--- src/rtl/run_ctrl.sv ---
// run_ctrl: launch / watchdog controller for the core.
// A start pulse in IDLE or DONE selects one of three program entry points.
// The block loads the PC for one cycle and then enables the core until a halt
// is decoded or the watchdog expires. Outputs are Moore: either decoded from
// the state or held in registers.
//
// Handshake: start is a level sampled on every rising edge. It is acted on
// only in IDLE or DONE. halt_seen is a level sampled only in RUN. Neither
// input is acknowledged; the launch is visible as busy/pc_load, and
// completion is visible as done.
module run_ctrl #(
  parameter logic [11:0] ENTRY0     = 12'd0,
  parameter logic [11:0] ENTRY1     = 12'd256,
  parameter logic [11:0] ENTRY2     = 12'd512,
  parameter logic [15:0] MAX_CYCLES = 16'd4000
) (
  input  logic        clk,
  input  logic        reset,
  input  logic        start,
  input  logic [1:0]  prog_sel,
  input  logic        halt_seen,
  output logic        pc_load,
  output logic [11:0] pc_load_val,
  output logic        cpu_en,
  output logic        busy,
  output logic        done,
  output logic        timeout,
  output logic        bad_sel,
  output logic [15:0] cycle_count
);

  localparam logic [1:0] ST_IDLE = 2'd0;
  localparam logic [1:0] ST_LOAD = 2'd1;
  localparam logic [1:0] ST_RUN  = 2'd2;
  localparam logic [1:0] ST_DONE = 2'd3;

  logic [1:0]  state;
  logic [1:0]  sel_q;
  logic [15:0] count_q;
  logic        timeout_q;
  logic        bad_sel_q;

  // The watchdog fires on the edge that ends the MAX_CYCLES-th RUN cycle.
  logic        limit_hit;
  assign limit_hit = (count_q == (MAX_CYCLES - 16'd1));

  // FSM and run-status registers; reset has priority over every input.
  always_ff @(posedge clk) begin
    if (reset) begin
      state     <= ST_IDLE;
      sel_q     <= 2'd0;
      count_q   <= 16'd0;
      timeout_q <= 1'b0;
      bad_sel_q <= 1'b0;
    end else begin
      case (state)
        ST_IDLE, ST_DONE: begin
          if (start) begin
            count_q   <= 16'd0;
            timeout_q <= 1'b0;
            if (prog_sel == 2'd3) begin
              // An illegal select finishes immediately and never runs the core.
              state     <= ST_DONE;
              bad_sel_q <= 1'b1;
            end else begin
              state     <= ST_LOAD;
              sel_q     <= prog_sel;
              bad_sel_q <= 1'b0;
            end
          end
        end
        ST_LOAD: begin
          state <= ST_RUN;
        end
        ST_RUN: begin
          // Every RUN edge counts, including the one that sees the halt.
          count_q <= count_q + 16'd1;
          if (halt_seen) begin
            state <= ST_DONE;
          end else if (limit_hit) begin
            state     <= ST_DONE;
            timeout_q <= 1'b1;
          end
        end
        default: begin
          state <= ST_IDLE;
        end
      endcase
    end
  end

  // Entry address is only driven during the single LOAD cycle.
  always_comb begin
    pc_load_val = 12'd0;
    if (state == ST_LOAD) begin
      case (sel_q)
        2'd0:    pc_load_val = ENTRY0;
        2'd1:    pc_load_val = ENTRY1;
        default: pc_load_val = ENTRY2;
      endcase
    end
  end

  assign pc_load     = (state == ST_LOAD);
  assign cpu_en      = (state == ST_RUN);
  assign busy        = (state == ST_LOAD) || (state == ST_RUN);
  assign done        = (state == ST_DONE);
  assign timeout     = timeout_q;
  assign bad_sel     = bad_sel_q;
  assign cycle_count = count_q;

endmodule
--- config.mk ---
export PLATFORM = sky130hd
export DESIGN_NAME = run_ctrl
export DESIGN_NICKNAME = d
export VERILOG_FILES = /design/src/rtl/run_ctrl.sv
export SDC_FILE = /design/constraint.sdc
export NUM_CORES = 1
export LEC_CHECK = 0
export CAP_MARGIN = 5
export CORE_MARGIN = 2
export CORE_UTILIZATION = 33
export CTS_CLUSTER_DIAMETER = 120
export DETAILED_ROUTE_END_ITERATION = 8
export GPL_ROUTABILITY_DRIVEN = 0
export PLACE_DENSITY = 0.59
export SLEW_MARGIN = 20
export SYNTH_ARGS = -nofsm -noshare
export SYNTH_HDL_FRONTEND = slang
export SYNTH_SLANG_ARGS = --single-unit
--- constraint.sdc ---
create_clock -name clk -period 2.6 [get_ports clk]
set_input_delay 0.52 -clock clk [delete_from_list [all_inputs] [get_ports clk]]
set_output_delay 0.52 -clock clk [all_outputs]
set_load 0.01 [all_outputs]
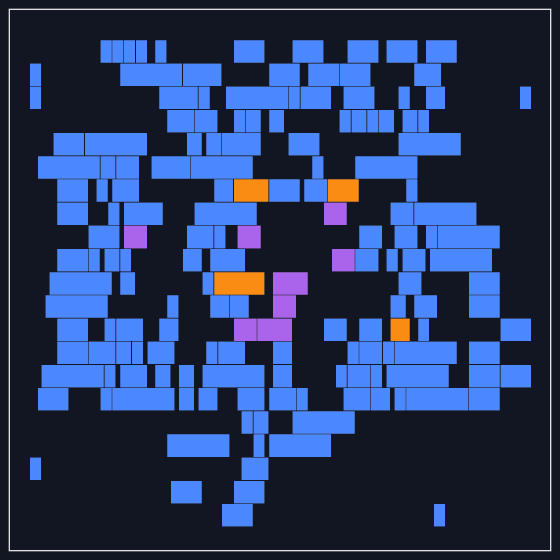
Fig. 1. Cells by drive strength (run 1).
[purple] _3 and _4 cells | cells: 8
[orange] _2 cells | cells: 4
[blue] _0 and _1 cells | cells: 153
P&R area growth vs syn: 29.3%
worst setup margin: 0.292 ns
Non-clock buffers: 32
design area: 1500 um^2

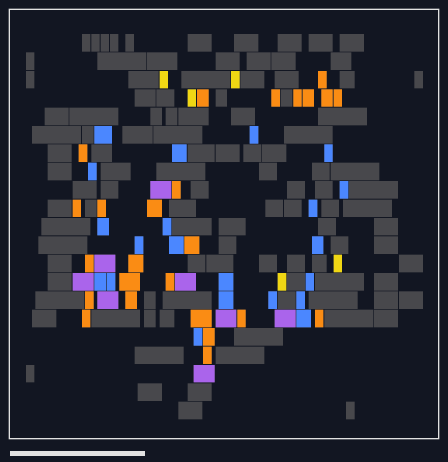
Fig. 2. Gate families picked out (run 1).
Bar = 20 um.
[blue] nand cells | cells: 21
[purple] xor and xnor cells | cells: 8
[yellow] inv cells | cells: 5
[orange] nor cells | cells: 25
logic share of the area: 0.433
Finished Layout Cells: 211

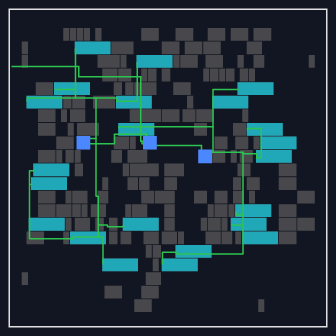
Fig. 3. Clock network drawn from the DEF (run 1).
[blue] clock drivers | count: 3
[cyan] flip-flops | count: 22
[green] clock wires | length: 289 um
routed clock nets: 4
clock share of power: 0.188
clk_skew: 0.00210 ns
Clock group: 0.154 mW
clock latency on the worst-skew pair: 0.30 ns

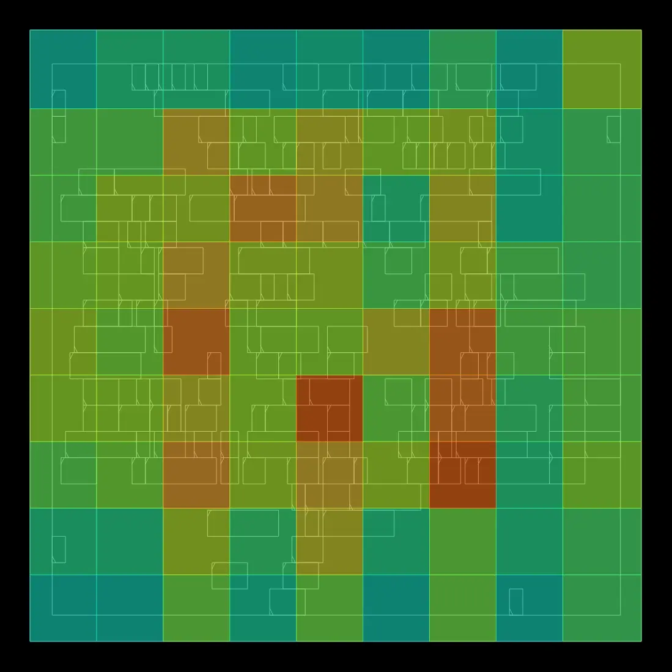
Fig. 4. Routing congestion (run 1).
M3 GR Usage: 0.0339
Core Util, Final: 0.447
GR Util met2: 0.208
Most Crowded Layer GR: met2

==> flow_summary.json, run 1 <==
{
  "yosysWarnings": 0,
  "numCtsBuffers": 3,
  "die_w_um": 63.4,
  "pin_count": 40,
  "synth.cellmix.xorXnorShare": 0.0603,
  "required_ns": 2.08,
  "powerDensity_nw_per_um2": 547,
  "fp.dieH_um": 63.4,
  "top_cell_area_share": 0.379,
  "first_pass_iters": 4,
  "yosys.cell_count.top_type": "dfxtp_1",
  "drt-initial-drc-count": 32,
  "clkSinkCount": 22,
  "hold_path.class": "flip-flop to flip-flop",
  "ir_drop_uv": 313,
  "yosys-stat-area_um2": 1160,
  "finalMaxSlewViolations": 0,
  "layout.nets": 178,
  "syn-cell-area_um2": 1160,
  "comb_area_um2": 651,
  "rsz0062_at_grt": "no",
  "wl_per_cell_um": 12.2,
  "first_global_vias": 956,
  "drive_above_1_share": 0.0727,
  "lay_top_count": "clkdlybuf4s50_1",
  "dr_total_vias": 1026,
  "tns_ns": 0,
  "fmax_mhz": 433,
  "synthAoiAreaFrac": 0.117,
  "edf_count": 0,
  "synth.avg_cell_area_um2": 8.67,
  "chip_area_um2": 4010,
  "ctsResizeCount": 0,
  "path_max_fanout": 6,
  "adder_share": 0.0538,
  "yosys-top-cells-area": "dfxtp_1 38%, buf_4 6.5%, ha_1 5.4%, nor2_1 4.8%, xnor2_1 4.5%",
  "top_layer_used": "met4",
  "antenna_cells": 0,
  "status": "completed",
  "crit_arrival_ns": 1.79,
  "worst_setup_path_end_kind": "output port",
  "io_buffers": 29,
  "muxShareOfSynthArea": 0.0183,
  "hold_viol_final": 0,
  "wl_met2_um": 1140,
  "path_class": "flip-flop to output port",
  "yosysCellCount": 134,
  "clock-root-buffer": "clkbuf_4",
  "htree_levels": 1,
  "core_um2": 3360,
  "fillCellCount": 366,
  "via_per_inst": 4.86,
  "grt_pass1_wl_um": 4390,
  "cts.path.max_buffers": 2,
  "initial_utilization": 0.346,
  "cts_tree": "yes",
  "ys_sh_simple": 0.278,
  "clk_share": 0.0150,
  "flop_cell": "dfxtp_1",
  "comb_cells": 103,
  "hold_slack_ns": 0.493,
  "buf_share": 0.208,
  "cpMaxStageDelayCell": "clkdlybuf4s50_1",
  "nClkBuffers": 3,
  "leakagePower_nw": 0.547,
  "ant_nets": 0,
  "dp_hpwl_um": 1940,
  "clkTransAtPathRegs_ns": 0.12,
  "slowest_delay_ns": 0.53,
  "holdBufCountCts": 0,
  "warnings": 29,
  "sh_seq_area": 0.293,
  "nWellTaps": 46,
  "ys_ff": 22,
  "synth-async-reset-ratio": 0,
  "grt-ovfl-total": 0,
  "path_cells": "inv_1 -> ha_1 -> inv_1 -> clkdlybuf4s50_1",
  "wirelength_um": 2570,
  "synth_cell_types": 36,
  "top_cells_by_count": "22 x dfxtp_1, 15 x nor2_1, 12 x nand2_1",
  "register_area_um2": 440,
  "largestClassByArea": "combinational gates",
  "finalSetupViolCount": 0,
  "period_used_share": 0.888,
  "met1_usage": 0.189,
  "critPathMostFrequentCell": "inv_1",
  "wl_met3_um": 97,
  "rows": 21,
  "post-cts-setup-buffers": 0,
  "track_usage": 0.135,
  "post-route-min-period_ns": 2.31,
  "num-nonclk-inverters": 5,
  "synthTopLogicFamily": "simple AND/OR/NAND/NOR gates",
  "synthCells": 134,
  "cap_viol_max_count": 0,
  "drcViolationCount": 0,
  "synth_top_cell_by_area": "dfxtp_1",
  "antenna_found_initial": 0,
  "grt_start_max_net_pins": 16,
  "seq_cell_count": 22,
  "cp-start-kind": "flip-flop",
  "lay_top_cells": "29 x clkdlybuf4s50_1, 22 x dfxtp_1, 15 x nor2_1",
  "synth_seq_share": 0.379,
  "wl_met1_um": 1320
}
-- run 1: where the power goes --
part / internal, mW / total [mW] / switching [mW]
Clock: 0.0540 / 0.154 / 0.100
Combinational: 0.135 / 0.289 / 0.154
Sequential: 0.359 / 0.378 / 0.0193
-- run 1: logic make-up (layout without fill, tap and decap cells) --
group	count (synthesis)	count (layout)
muxes	2	2
AOI/OAI and AO/OA	19	19
other	1	10
xor gates and xnor gates	8	8
and+or+nand+nor	59	59
buffers and inverters	18	40
DFF	22	22
adders and majority gates	5	5
-- run 1: flip-flops by register name, summed over array words and instances, names as in the netlist --
register / count
cycle_count: 16
timeout: 1
bad_sel: 1
state: 2
sel_q: 2
-- run 1: stage by stage --
| step | instance area, um^2 | cells | worst slack (ns) | total power [mW] |
|---|---|---|---|---|
| after floorplan | 1200 | 143 | 0.518 | 0.564 |
| after global placement | 1480 | 208 | 0.224 | 0.673 |
| after detailed placement | 1480 | 208 | 0.175 | 0.675 |
| after CTS | 1500 | 211 | 0.265 | 0.835 |
| after global routing | 1500 | 211 | 0.160 | 0.882 |
| final | 1500 | 211 | 0.292 | 0.821 |
-- run 1: worst paths after layout --
| kind | end | cells past startpoint | slack (ns) | startpoint |
|---|---|---|---|---|
| min reg2reg | timeout | 2 | 0.49 | timeout |
| max reg2reg | cycle_count[13] | 6 | 0.34 | state[0] |
| max | busy | 4 | 0.29 | state[0] |
| min | timeout | 2 | 0.49 | timeout |
-- run 1: worst max-delay path, delay by kind of cell, from the launching register on --
| kind | cells | cell delay [ns] |
|---|---|---|
| buffers and inverters | 3 | 0.68 |
| DFF | 1 | 0.43 |
| adders and majority gates | 1 | 0.39 |
==> run 2, diff against run 1 <==
Settings changed: CAP_MARGIN 5 to 20.
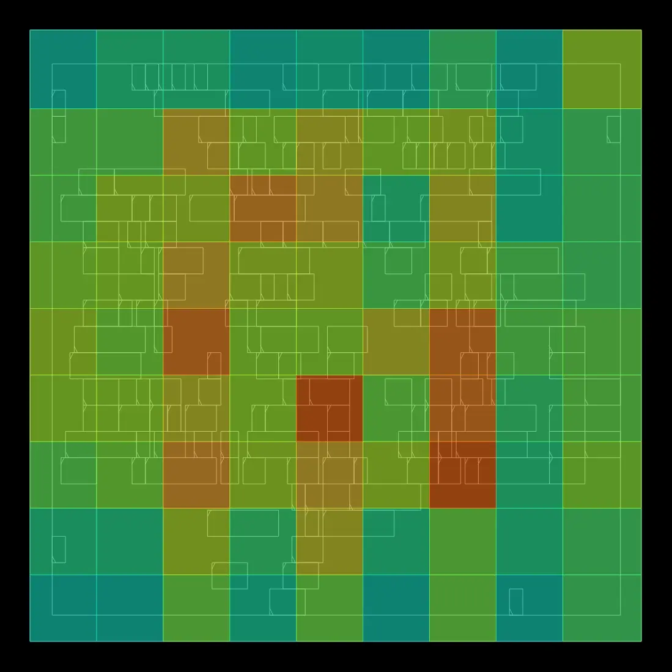
Fig. 5. Routing congestion (run 2).
WL/cell: 12.2 um
GRT Total Usage: 0.135
M1 GR Usage: 0.189

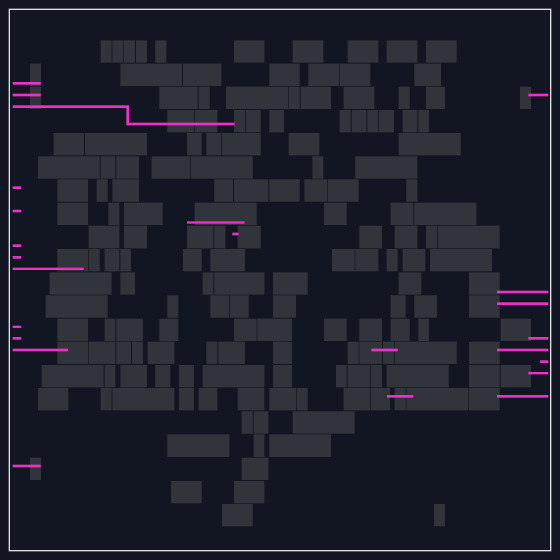
Fig. 6. Metal 3 (run 2).
Cells faint in the background.
wire length on this layer: 97.3 um
share of all routed wire: 3.8%
main direction: horizontal

==> run 2 against run 1 <==
Net effect: critical path depth did not move; maximum frequency is the same; clock skew stayed put; power unchanged; non-clock buffer count stayed put; register-to-register slack about the same; sequential power about the same; worst setup slack unchanged.
==> flow_summary.json, run 2 <==
{
  "core_um2": 3360,
  "yosys.cell_count.top_type": "dfxtp_1",
  "path_max_fanout": 6,
  "chip_area_um2": 4010,
  "pwr-share-seq": 0.460,
  "register_area_um2": 440,
  "synthCells": 134,
  "pg_clk_mw": 0.154,
  "drcViolationCount": 0,
  "internal_power_mw": 0.548,
  "ys_ff": 22,
  "finalSetupViolCount": 0,
  "htree_levels": 1,
  "final.setup.worst_slack_ns": 0.292,
  "clk_latency_ns": 0.30,
  "status": "completed",
  "wirelength_um": 2570,
  "ant_nets": 0,
  "via_per_inst": 4.86,
  "antenna_cells": 0,
  "powerDensity_nw_per_um2": 547,
  "switching_share": 0.333,
  "power_mw": 0.821,
  "power-top-group": "sequential cells",
  "syn-cell-area_um2": 1160,
  "top_cell_area_share": 0.379,
  "yosys-stat-area_um2": 1160,
  "leakagePower_nw": 0.547,
  "hold_slack_ns": 0.493,
  "first_global_vias": 956,
  "fin_worst_skew_ns": 0.00210,
  "yosysWarnings": 0,
  "crit_arrival_ns": 1.79,
  "period_used_share": 0.888,
  "tns_ns": 0,
  "hold_path.class": "flip-flop to flip-flop",
  "holdPathEnd": "timeout",
  "synth_cell_types": 36,
  "post-cts-setup-buffers": 0,
  "worstRegToRegCells": 6,
  "antenna_found_initial": 0,
  "pre_cts_ws_ns": 0.175,
  "clockPowerShare": 0.188,
  "comb_area_um2": 651,
  "dp_cells": 208,
  "pin_count": 40,
  "synth.avg_cell_area_um2": 8.67,
  "yosysCellCount": 134,
  "area_delta_synth_final_pct": 29.3,
  "warnings": 29,
  "ir_drop_uv": 313,
  "powerComb_mw": 0.289,
  "min_from": "timeout",
  "cts.path.max_buffers": 2,
  "fmax_mhz": 433,
  "io_buffers": 29,
  "ctsResizeCount": 0,
  "synth_top_cell_by_area": "dfxtp_1",
  "grt_start_max_net_pins": 16,
  "drive_above_1_share": 0.0727
}
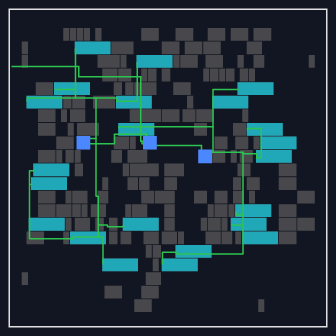
Fig. 7. Clock network drawn from the DEF (run 2).
[cyan] flip-flops | count: 22
[blue] clock drivers | count: 3
[green] clock wires | length: 289 um
routed clock nets: 4

==> run 2: cell counts in the layout (fill, tap and decap cells not counted) <==
No cell type changed its count.
==> run 2: worst max-delay path by stage <==
stage          slack [ns]               to     start  cells past startpoint
3_3_place_gp         0.22  cycle_count[14]     start                      5
5_1_grt              0.16             busy  state[0]                      4
6_report             0.29             busy  state[0]                      4
2_1_floorplan        0.52  cycle_count[14]  state[0]                      6
4_1_cts              0.26             busy  state[0]                      4
3_5_place_dp         0.17  cycle_count[13]     start                      5
==> run 2: critical path, cell delays in order, from the launching register on <==
cell and delay, ns:
dfxtp_1 0.43, inv_1 0.07, ha_1 0.39, inv_1 0.08, clkdlybuf4s50_1 0.53
==> run 2: area by class of cell <==
cell class,instances,share of cell area
Multi-Input combinational cell,103,0.433
Sequential cell,22,0.293
Timing Repair Buffer,32,0.208
Tap cell,46,0.0383
Clock buffer,3,0.0150
Inverter,5,0.0125
==> run 2: layer usage <==
| layer | vias up | track usage | routed length [um] |
|---|---|---|---|
| met1 | 478 | 0.189 | 1320 |
| met5 | - | 0 | 0 |
| met4 | 0 | 0.0299 | 12 |
| li1 | 520 | - | - |
| met3 | 2 | 0.0339 | 97 |
| met2 | 26 | 0.208 | 1140 |
==> run 2: kinds of logic (layout without fill, tap and decap cells) <==
| group | Yosys count | after routing | share of synthesized area |
|---|---|---|---|
| AOI/OAI and AO/OA | 19 | 19 | 0.117 |
| other | 1 | 10 | 0.00323 |
| adders and majority gates | 5 | 5 | 0.0538 |
| buffers and inverters | 18 | 40 | 0.0904 |
| muxes | 2 | 2 | 0.0183 |
| DFF | 22 | 22 | 0.379 |
| xor gates and xnor gates | 8 | 8 | 0.0603 |
| and+or+nand+nor | 59 | 59 | 0.278 |
==> run 3, diff against run 2 <==
Settings changed: SLEW_MARGIN 20 to 25.
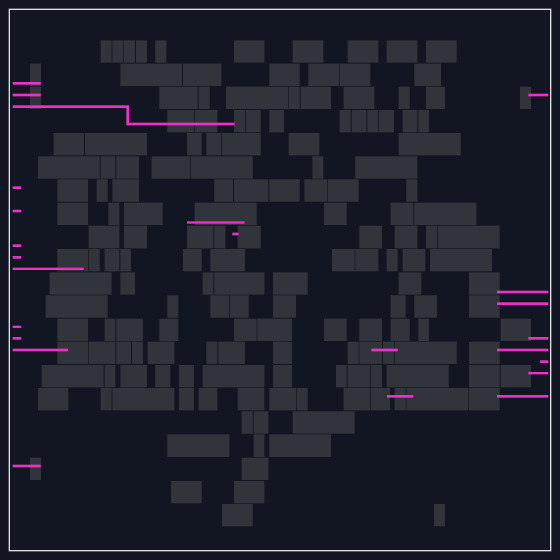
Fig. 8. Metal 3 (run 3).
Cells faint in the background.
nets with wire on the layer: 23
main direction: horizontal
Post-Route WL: 2570 um
via count of the routed design: 1026

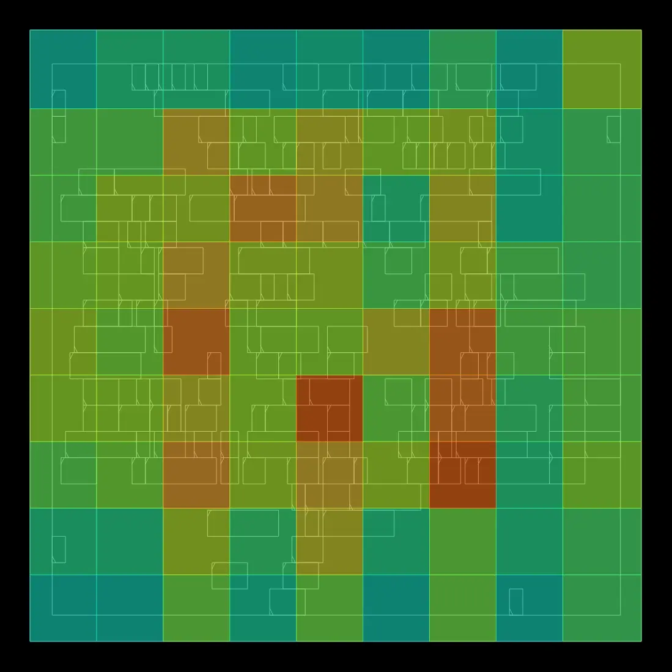
Fig. 9. Routing congestion (run 3).

==> run 3 against run 2 <==
Net effect: maximum frequency unchanged; global-route usage unchanged; cell count unchanged; first-iteration DRC count unchanged; critical path depth unchanged; clock-buffer cell count is the same; die size stayed put; hold slack stayed put; final area unchanged; clock skew unchanged.
==> flow_summary.json, run 3 <==
{
  "status": "completed",
  "first_pass_iters": 4,
  "fmax_mhz": 433,
  "initial_utilization": 0.346,
  "synth.avg_cell_area_um2": 8.67,
  "clkSinkCount": 22,
  "path_class": "flip-flop to output port",
  "stdcell_count": 211,
  "cts_tree": "yes",
  "layout.nets": 178,
  "critPathBufInv": 3,
  "tns_ns": 0,
  "synth_cell_types": 36,
  "antenna_cells": 0,
  "die_w_um": 63.4,
  "drive_above_1_share": 0.0727,
  "dp_hpwl_um": 1940,
  "ctsResizeCount": 0,
  "critPathMostFrequentCell": "inv_1",
  "grt_util_met2": 0.208,
  "p_sw_mw": 0.273,
  "numCtsBuffers": 3,
  "finalSetupViolCount": 0,
  "finalMaxSlewViolations": 0,
  "area_delta_synth_final_pct": 29.3,
  "wl_met1_um": 1320,
  "ant_nets": 0,
  "dp_cells": 208,
  "core_um2": 3360,
  "holdBufCountCts": 0,
  "synth_seq_share": 0.379,
  "synthCells": 134,
  "cpMaxStageDelayCell": "clkdlybuf4s50_1",
  "yosys.cell_count.top_type": "dfxtp_1",
  "io_buffers": 29,
  "warnings": 29,
  "wl_met2_um": 1140,
  "fp.dieH_um": 63.4,
  "wl_per_cell_um": 12.2,
  "r2r_slack_ns": 0.34,
  "ir_drop_uv": 313,
  "met1_usage": 0.189,
  "flop_cell": "dfxtp_1",
  "worstRegToRegCells": 6,
  "r2r-start": "state[0]",
  "synth_top_cell_by_area": "dfxtp_1",
  "final.setup.worst_slack_ns": 0.292,
  "cap_viol_max_count": 0,
  "leakagePower_nw": 0.547,
  "path_cells": "inv_1 -> ha_1 -> inv_1 -> clkdlybuf4s50_1",
  "combPwrFrac": 0.352,
  "first_global_vias": 956,
  "post-route-min-period_ns": 2.31,
  "hold_viol_final": 0,
  "path_max_fanout": 6,
  "crit_family": "buffers and inverters",
  "finish.utilization": 0.447,
  "powerDensity_nw_per_um2": 547,
  "use_met3": 0.0339,
  "clk_latency_ns": 0.30,
  "via_per_inst": 4.86,
  "clkTransAtPathRegs_ns": 0.12,
  "fillCellCount": 366,
  "drcViolationCount": 0,
  "period_used_share": 0.888,
  "r2r-end": "cycle_count[13]",
  "wl_met3_um": 97,
  "crit_arrival_ns": 1.79,
  "ys_ff": 22,
  "cp-start-kind": "flip-flop",
  "drt-initial-drc-count": 32,
  "pwr-share-seq": 0.460,
  "crit_path_start": "state[0]",
  "pre_cts_ws_ns": 0.175,
  "required_ns": 2.08,
  "worst_setup_path_end_kind": "output port",
  "slowest_delay_ns": 0.53,
  "yosys-stat-area_um2": 1160,
  "busiest_layer": "met2",
  "synth-async-reset-ratio": 0,
  "yosys-top-cells-area": "dfxtp_1 38%, buf_4 6.5%, ha_1 5.4%, nor2_1 4.8%, xnor2_1 4.5%",
  "cts.path.max_buffers": 2,
  "internal_power_mw": 0.548,
  "yosysCellCount": 134,
  "grt-ovfl-total": 0,
  "chip_area_um2": 4010,
  "fin_worst_skew_ns": 0.00210,
  "clockPowerShare": 0.188,
  "hold_path.class": "flip-flop to flip-flop",
  "power_mw": 0.821,
  "lay_top_cells": "29 x clkdlybuf4s50_1, 22 x dfxtp_1, 15 x nor2_1",
  "htree_levels": 1
}
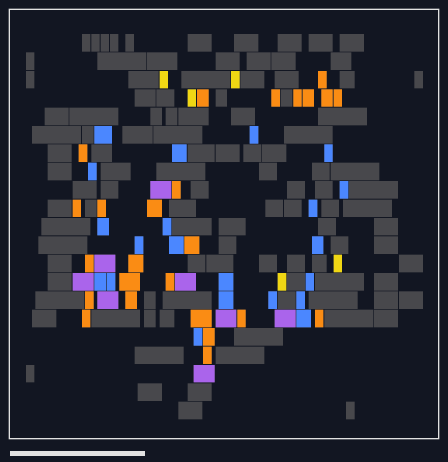
Fig. 10. Gate families picked out (run 3).
Bar = 20 um.
[yellow] inv cells | cells: 5
[blue] nand cells | cells: 21
[orange] nor cells | cells: 25
[purple] xor and xnor cells | cells: 8
most frequent logic cell in the layout: clkdlybuf4s50_1

## run 3: worst min-delay path by stage
| stage | from | end | depth (start not counted) |
|---|---|---|---|
| floorplan | sel_q[0] | sel_q[0] | 2 |
| detailed placement | timeout | timeout | 2 |
| finish | timeout | timeout | 2 |
| global route | timeout | timeout | 2 |
| global placement | timeout | timeout | 2 |
| CTS | timeout | timeout | 2 |
## run 3: cell type report
type	instances	area [um^2]	share of cell area
clock buffers	3	22.5	0.0150
inverters	5	18.8	0.0125
multi-input cells	103	651	0.433
flip-flops and latches	22	440	0.293
well taps	46	57.6	0.0383
repair buffers	32	313	0.208
## run 3: power groups by stage
stage                     Clock [mW]  Combinational (mW)  Sequential [mW]
after floorplan                    0               0.179            0.386
final                          0.154               0.289            0.378
after CTS                      0.165               0.292            0.378
after global placement             0               0.288            0.385
after global routing           0.178               0.321            0.383
after detailed placement           0               0.289            0.386
## run 3: kinds of logic (layout without fill, tap and decap cells)
| logic type | Yosys count | in the layout | synth area share |
|---|---|---|---|
| compound gates | 19 | 19 | 0.117 |
| xor+xnor | 8 | 8 | 0.0603 |
| simple gates | 59 | 59 | 0.278 |
| mux | 2 | 2 | 0.0183 |
| fa+ha+maj | 5 | 5 | 0.0538 |
| other cells | 1 | 10 | 0.00323 |
| buf+inv | 18 | 40 | 0.0904 |
| flops | 22 | 22 | 0.379 |
## run 3: through the flow
| stage | cell area, um^2 | hold slack [ns] |
|---|---|---|
| 2_1_floorplan | 1200 | 0.464 |
| 3_3_place_gp | 1480 | 0.458 |
| 3_5_place_dp | 1480 | 0.465 |
| 4_1_cts | 1500 | 0.500 |
| 5_1_grt | 1500 | 0.539 |
| 6_report | 1500 | 0.493 |
Power is estimated from default activity; no workload was simulated.
